[src/rtl/dot_scan_if.sv]
// Dot scan controller bus.
// Groups the host configuration and handshake, the dot memory read path and
// the actuator drive into one bundle.
//   master : the scan controller (drives selects, drive and status outputs)
//   slave  : host + dot memory + actuator side
interface dot_scan_if #(
    parameter int MEM_ADDRESS_LENGTH = 6,
    parameter int DWELL_WIDTH        = 16
);
    logic                          start;
    logic                          stop;
    logic                          continuous;
    logic [MEM_ADDRESS_LENGTH-1:0] row_last;
    logic [MEM_ADDRESS_LENGTH-1:0] col_last;
    logic [DWELL_WIDTH-1:0]        dwell_cycles;
    logic [DWELL_WIDTH-1:0]        gap_cycles;
    logic                          col_mode;
    logic                          firing_bit;
    logic                          firing_data;
    logic [MEM_ADDRESS_LENGTH-1:0] row_select;
    logic [MEM_ADDRESS_LENGTH-1:0] col_select;
    logic                          row_col_select;
    logic                          drive_out;
    logic                          drive_phase;
    logic                          busy;
    logic                          frame_done;

    modport master (
        input  start, stop, continuous, row_last, col_last, dwell_cycles,
               gap_cycles, col_mode, firing_bit, firing_data,
        output row_select, col_select, row_col_select, drive_out,
               drive_phase, busy, frame_done
    );

    modport slave (
        output start, stop, continuous, row_last, col_last, dwell_cycles,
               gap_cycles, col_mode, firing_bit, firing_data,
        input  row_select, col_select, row_col_select, drive_out,
               drive_phase, busy, frame_done
    );
endinterface

[src/rtl/dot_scan_controller.sv]
// Dot matrix scan sequencer.
// Walks row/col selects over a ROWS x COLS window; per dot it settles the
// memory read for one cycle, fires for max(dwell,1) cycles, then waits gap.
// Ports:
//   clock  : system clock
//   reset  : synchronous, active-high
//   bus    : dot_scan_if master (config/handshake in, selects/drive/status out)
//
// state  | meaning
// IDLE   | not scanning, selects parked at (0,0)
// SETTLE | one cycle for the memory read path to settle on the selects
// FIRE   | drive_out held with the sampled firing_bit for the dwell time
// GAP    | drive_out low for gap_cycles before advancing
module dot_scan_controller #(
    parameter int MEM_ADDRESS_LENGTH = 6,
    parameter int DWELL_WIDTH        = 16
) (
    input  logic      clock,
    input  logic      reset,
    dot_scan_if.master bus
);
    localparam int AW = MEM_ADDRESS_LENGTH;
    localparam int DW = DWELL_WIDTH;
    localparam logic [AW-1:0] IDX_ONE = AW'(1);
    localparam logic [DW-1:0] CNT_ONE = DW'(1);

    typedef enum logic [1:0] {IDLE, SETTLE, FIRE, GAP} state_t;

    state_t        state_q, state_d;
    logic [AW-1:0] row_q, row_d, col_q, col_d;
    logic [DW-1:0] cnt_q, cnt_d;
    logic          drive_out_q, drive_out_d;
    logic          drive_phase_q, drive_phase_d;
    logic          frame_done_q, frame_done_d;
    logic [AW-1:0] row_last_q, row_last_d, col_last_q, col_last_d;
    logic [DW-1:0] dwell_q, dwell_d, gap_q, gap_d;
    logic          continuous_q, continuous_d;
    logic          col_mode_q, col_mode_d;
    logic          advance;
    logic [DW-1:0] dwell_eff;

    assign dwell_eff = (dwell_q == '0) ? CNT_ONE : dwell_q;

    always_ff @(posedge clock) begin
        if (reset) begin
            state_q       <= IDLE;
            row_q         <= '0;
            col_q         <= '0;
            cnt_q         <= '0;
            drive_out_q   <= 1'b0;
            drive_phase_q <= 1'b0;
            frame_done_q  <= 1'b0;
            row_last_q    <= '0;
            col_last_q    <= '0;
            dwell_q       <= '0;
            gap_q         <= '0;
            continuous_q  <= 1'b0;
            col_mode_q    <= 1'b0;
        end else begin
            state_q       <= state_d;
            row_q         <= row_d;
            col_q         <= col_d;
            cnt_q         <= cnt_d;
            drive_out_q   <= drive_out_d;
            drive_phase_q <= drive_phase_d;
            frame_done_q  <= frame_done_d;
            row_last_q    <= row_last_d;
            col_last_q    <= col_last_d;
            dwell_q       <= dwell_d;
            gap_q         <= gap_d;
            continuous_q  <= continuous_d;
            col_mode_q    <= col_mode_d;
        end
    end

    always_comb begin
        state_d       = state_q;
        row_d         = row_q;
        col_d         = col_q;
        cnt_d         = cnt_q;
        drive_out_d   = drive_out_q;
        drive_phase_d = drive_phase_q;
        frame_done_d  = 1'b0;
        row_last_d    = row_last_q;
        col_last_d    = col_last_q;
        dwell_d       = dwell_q;
        gap_d         = gap_q;
        continuous_d  = continuous_q;
        col_mode_d    = col_mode_q;
        advance       = 1'b0;

        unique case (state_q)
            IDLE: begin
                if (bus.start && !bus.stop) begin
                    row_last_d   = bus.row_last;
                    col_last_d   = bus.col_last;
                    dwell_d      = bus.dwell_cycles;
                    gap_d        = bus.gap_cycles;
                    continuous_d = bus.continuous;
                    col_mode_d   = bus.col_mode;
                    row_d        = '0;
                    col_d        = '0;
                    state_d      = SETTLE;
                end
            end
            SETTLE: begin
                drive_out_d   = bus.firing_bit;
                drive_phase_d = bus.firing_data;
                cnt_d         = dwell_eff;
                state_d       = FIRE;
            end
            FIRE: begin
                if (cnt_q <= CNT_ONE) begin
                    drive_out_d = 1'b0;
                    if (gap_q != '0) begin
                        cnt_d   = gap_q;
                        state_d = GAP;
                    end else begin
                        advance = 1'b1;
                    end
                end else begin
                    cnt_d = cnt_q - CNT_ONE;
                end
            end
            GAP: begin
                if (cnt_q <= CNT_ONE) advance = 1'b1;
                else                  cnt_d = cnt_q - CNT_ONE;
            end
            default: state_d = IDLE;
        endcase

        // Advance shares the edge that ends the dot's last FIRE/GAP cycle.
        if (advance) begin
            drive_out_d   = 1'b0;
            drive_phase_d = 1'b0;
            cnt_d         = '0;
            state_d       = SETTLE;
            if (col_q < col_last_q) begin
                col_d = col_q + IDX_ONE;
            end else begin
                col_d = '0;
                if (row_q < row_last_q) begin
                    row_d = row_q + IDX_ONE;
                end else begin
                    row_d        = '0;
                    frame_done_d = 1'b1;
                    if (!continuous_q) state_d = IDLE;
                end
            end
        end

        // Abort wins over everything, including the end-of-frame pulse.
        if (bus.stop && state_q != IDLE) begin
            state_d       = IDLE;
            row_d         = '0;
            col_d         = '0;
            cnt_d         = '0;
            drive_out_d   = 1'b0;
            drive_phase_d = 1'b0;
            frame_done_d  = 1'b0;
        end
    end

    assign bus.row_select     = row_q;
    assign bus.col_select     = col_q;
    assign bus.row_col_select = col_mode_q;
    assign bus.drive_out      = drive_out_q;
    assign bus.drive_phase    = drive_phase_q;
    assign bus.busy           = (state_q != IDLE);
    assign bus.frame_done     = frame_done_q;
endmodule

[src/flat_wrapper.sv]
// flat-port wrapper written by rule: the top's interface ports become plain ports
module dot_scan_controller_flat 
#(
    parameter int MEM_ADDRESS_LENGTH = 6,
    parameter int DWELL_WIDTH        = 16
)
  (clock, reset, bus_start, bus_stop, bus_continuous, bus_row_last, bus_col_last, bus_dwell_cycles, bus_gap_cycles, bus_col_mode, bus_firing_bit, bus_firing_data, bus_row_select, bus_col_select, bus_row_col_select, bus_drive_out, bus_drive_phase, bus_busy, bus_frame_done);
  dot_scan_if #(.MEM_ADDRESS_LENGTH(MEM_ADDRESS_LENGTH), .DWELL_WIDTH(DWELL_WIDTH)) bus_i ();
  input  logic clock;
  input  logic reset;
  input wire logic [$bits(bus_i.start)-1:0] bus_start;
  input wire logic [$bits(bus_i.stop)-1:0] bus_stop;
  input wire logic [$bits(bus_i.continuous)-1:0] bus_continuous;
  input wire logic [$bits(bus_i.row_last)-1:0] bus_row_last;
  input wire logic [$bits(bus_i.col_last)-1:0] bus_col_last;
  input wire logic [$bits(bus_i.dwell_cycles)-1:0] bus_dwell_cycles;
  input wire logic [$bits(bus_i.gap_cycles)-1:0] bus_gap_cycles;
  input wire logic [$bits(bus_i.col_mode)-1:0] bus_col_mode;
  input wire logic [$bits(bus_i.firing_bit)-1:0] bus_firing_bit;
  input wire logic [$bits(bus_i.firing_data)-1:0] bus_firing_data;
  output wire logic [$bits(bus_i.row_select)-1:0] bus_row_select;
  output wire logic [$bits(bus_i.col_select)-1:0] bus_col_select;
  output wire logic [$bits(bus_i.row_col_select)-1:0] bus_row_col_select;
  output wire logic [$bits(bus_i.drive_out)-1:0] bus_drive_out;
  output wire logic [$bits(bus_i.drive_phase)-1:0] bus_drive_phase;
  output wire logic [$bits(bus_i.busy)-1:0] bus_busy;
  output wire logic [$bits(bus_i.frame_done)-1:0] bus_frame_done;
  assign bus_i.start = bus_start;
  assign bus_i.stop = bus_stop;
  assign bus_i.continuous = bus_continuous;
  assign bus_i.row_last = bus_row_last;
  assign bus_i.col_last = bus_col_last;
  assign bus_i.dwell_cycles = bus_dwell_cycles;
  assign bus_i.gap_cycles = bus_gap_cycles;
  assign bus_i.col_mode = bus_col_mode;
  assign bus_i.firing_bit = bus_firing_bit;
  assign bus_i.firing_data = bus_firing_data;
  assign bus_row_select = bus_i.row_select;
  assign bus_col_select = bus_i.col_select;
  assign bus_row_col_select = bus_i.row_col_select;
  assign bus_drive_out = bus_i.drive_out;
  assign bus_drive_phase = bus_i.drive_phase;
  assign bus_busy = bus_i.busy;
  assign bus_frame_done = bus_i.frame_done;
  dot_scan_controller #(.MEM_ADDRESS_LENGTH(MEM_ADDRESS_LENGTH), .DWELL_WIDTH(DWELL_WIDTH)) u_core (.clock(clock), .reset(reset), .bus(bus_i));
endmodule
[config.mk]
export PLATFORM = sky130hd
export DESIGN_NAME = dot_scan_controller_flat
export DESIGN_NICKNAME = d
export VERILOG_FILES = /design/src/rtl/dot_scan_if.sv /design/src/rtl/dot_scan_controller.sv /design/src/flat_wrapper.sv
export SDC_FILE = /design/constraint.sdc
export NUM_CORES = 1
export LEC_CHECK = 0
export CAP_MARGIN = 10
export CORE_UTILIZATION = 45
export DETAILED_ROUTE_END_ITERATION = 8
export PLACE_DENSITY = 0.67
export RECOVER_POWER = 50
export SYNTH_ARGS = -nofsm -noshare
export SYNTH_HDL_FRONTEND = slang
export SYNTH_SLANG_ARGS = --single-unit
[constraint.sdc]
create_clock -name clock -period 6 [get_ports clock]
set_input_delay 1.2 -clock clock [delete_from_list [all_inputs] [get_ports clock]]
set_output_delay 1.2 -clock clock [all_outputs]
set_load 0.1 [all_outputs]
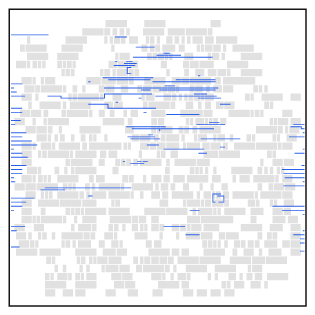
(images/layer_met3.png)
Drawn at 3 px/µm.
main direction	horizontal
wire length on this layer	648 µm
drt total wl: 11200 µm
via count: 3998

==> impl_metrics.tcl <==
# collected from the flow reports
set metrics [dict create \
    status "finished, violations left" \
    violations "DRC, capacitance limit, slew limit" \
    worstRegToRegCells 8 \
    core_area_um2 8850 \
    hpwl_um 8170 \
    yosys-stat-cells 534 \
    clock_sinks 79 \
    seq_share_pct 31.0 \
    wirelength_met1_um 5440 \
    drcViolationCount 5 \
    power.density_nw_per_um2 437 \
    path_depth 8 \
    final-comb-area_um2 2370 \
    finalSetupViolations 0 \
    p_int_mw 1.24 \
    slew_violations 61 \
    clockBufferDepth 2 \
    clk_latency_ns 0.35 \
    nNonClkInverters 21 \
    grt_antenna_before_repair 0 \
    power_frac_seq_pct 30.1 \
    worstMarginPinSlew_ns 2.83 \
    rsz0062_at_grt "no" \
    top_cell_area_share_pct 37.8 \
    startpoint "u_core.state_q[0]$_SDFFE_PP0P_" \
    lay_top_count "nand2_1" \
    dr_wl_met3_um 648 \
    grt_max_degree 48 \
    synth.distinct_cells 63 \
    min_to "u_core.row_last_q[0]$_SDFFE_PP0P_" \
    buffers_excl_clock 70 \
    dpl_worst_slack_ns 1.98 \
    yosysMostFrequentCell "nand2_1" \
    nets 655 \
    arrival_ns 4.92 \
    grt_pass1_wl_um 18600 \
    dieHeight_um 98.4 \
    holdWs_ns 0.453 \
    buf_share_pct 13.6 \
    initCoreUtil_pct 47.3 \
    grt_pass1_vias 3768 \
    cellLeakagePower_nw 1.89 \
    critical-path-max-stage-delay_ns 1.57 \
    grtUsageTotal_pct 24.1 \
    cap_violations 2 \
    met2_length_um 4940 \
    clockNetworkAreaShare_pct 4.81 \
    design_area_um2 5100 \
    largest_area_cell "dfxtp_1" \
    top_cells_by_area "dfxtp_1 38%, nand2_1 11%, a21oi_1 7.4%" \
    routedWlPerCell_um 16.1 \
    antenna_left 0 \
    cts_setup_buffers 0 \
    portBuffers 68 \
    gp_congestion 0.896 \
    io_pins 69 \
    pwr-share-clk_pct 21.8 \
    die_area_um2 9680 \
    path_max_fanout 18 \
    p_switching_mw 0.990 \
    std_cell_rows 34 \
    use_met2_pct 38.2 \
    skew_ns 0.0122 \
    r2r_start "u_core.state_q[0]$_SDFFE_PP0P_" \
    worstPathRequired_ns 6.25 \
    ir_worst_vdd_mv 0.195 \
    power_combinational_mw 1.08 \
    numSynthFlops 79 \
]
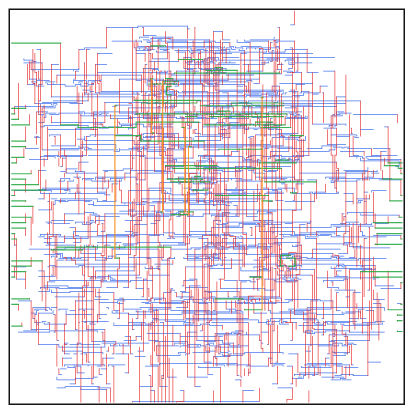
(images/wires.png)
Drawn at 4 px/µm.
color	layer	wire length
green	metal 3	648 µm
orange	metal 4	175 µm
blue	metal 1	5440 µm
red	metal 2	4940 µm

==> per-stage QoR <==
step                std cells  utilization, %
global placement          682            55.3
floorplan                 534               -
CTS                       698            58.1
global route              698            57.7
finish                    698            57.7
detailed placement        682            55.3
==> state kept, by name, indices dropped and copies added, names as in the netlist <==
register,flops
u_core.cnt_q,16
u_core.dwell_q,16
u_core.gap_q,16
u_core.bus.col_select,6
u_core.bus.row_select,6
u_core.col_last_q,6
u_core.row_last_q,6
u_core.state_q,2
u_core.bus.drive_out,1
u_core.bus.drive_phase,1
u_core.bus.frame_done,1
u_core.bus.row_col_select,1
u_core.continuous_q,1
==> cells by family after synthesis <==
logic type,share of synthesized area [%]
compound gates,25.3
xor+xnor,1.26
fa+ha+maj,5.39
buf+inv,4.91
flops,37.8
mux,0.778
simple gates,24.5
Power figures rest on the tool's default switching activity, not on a simulated workload.
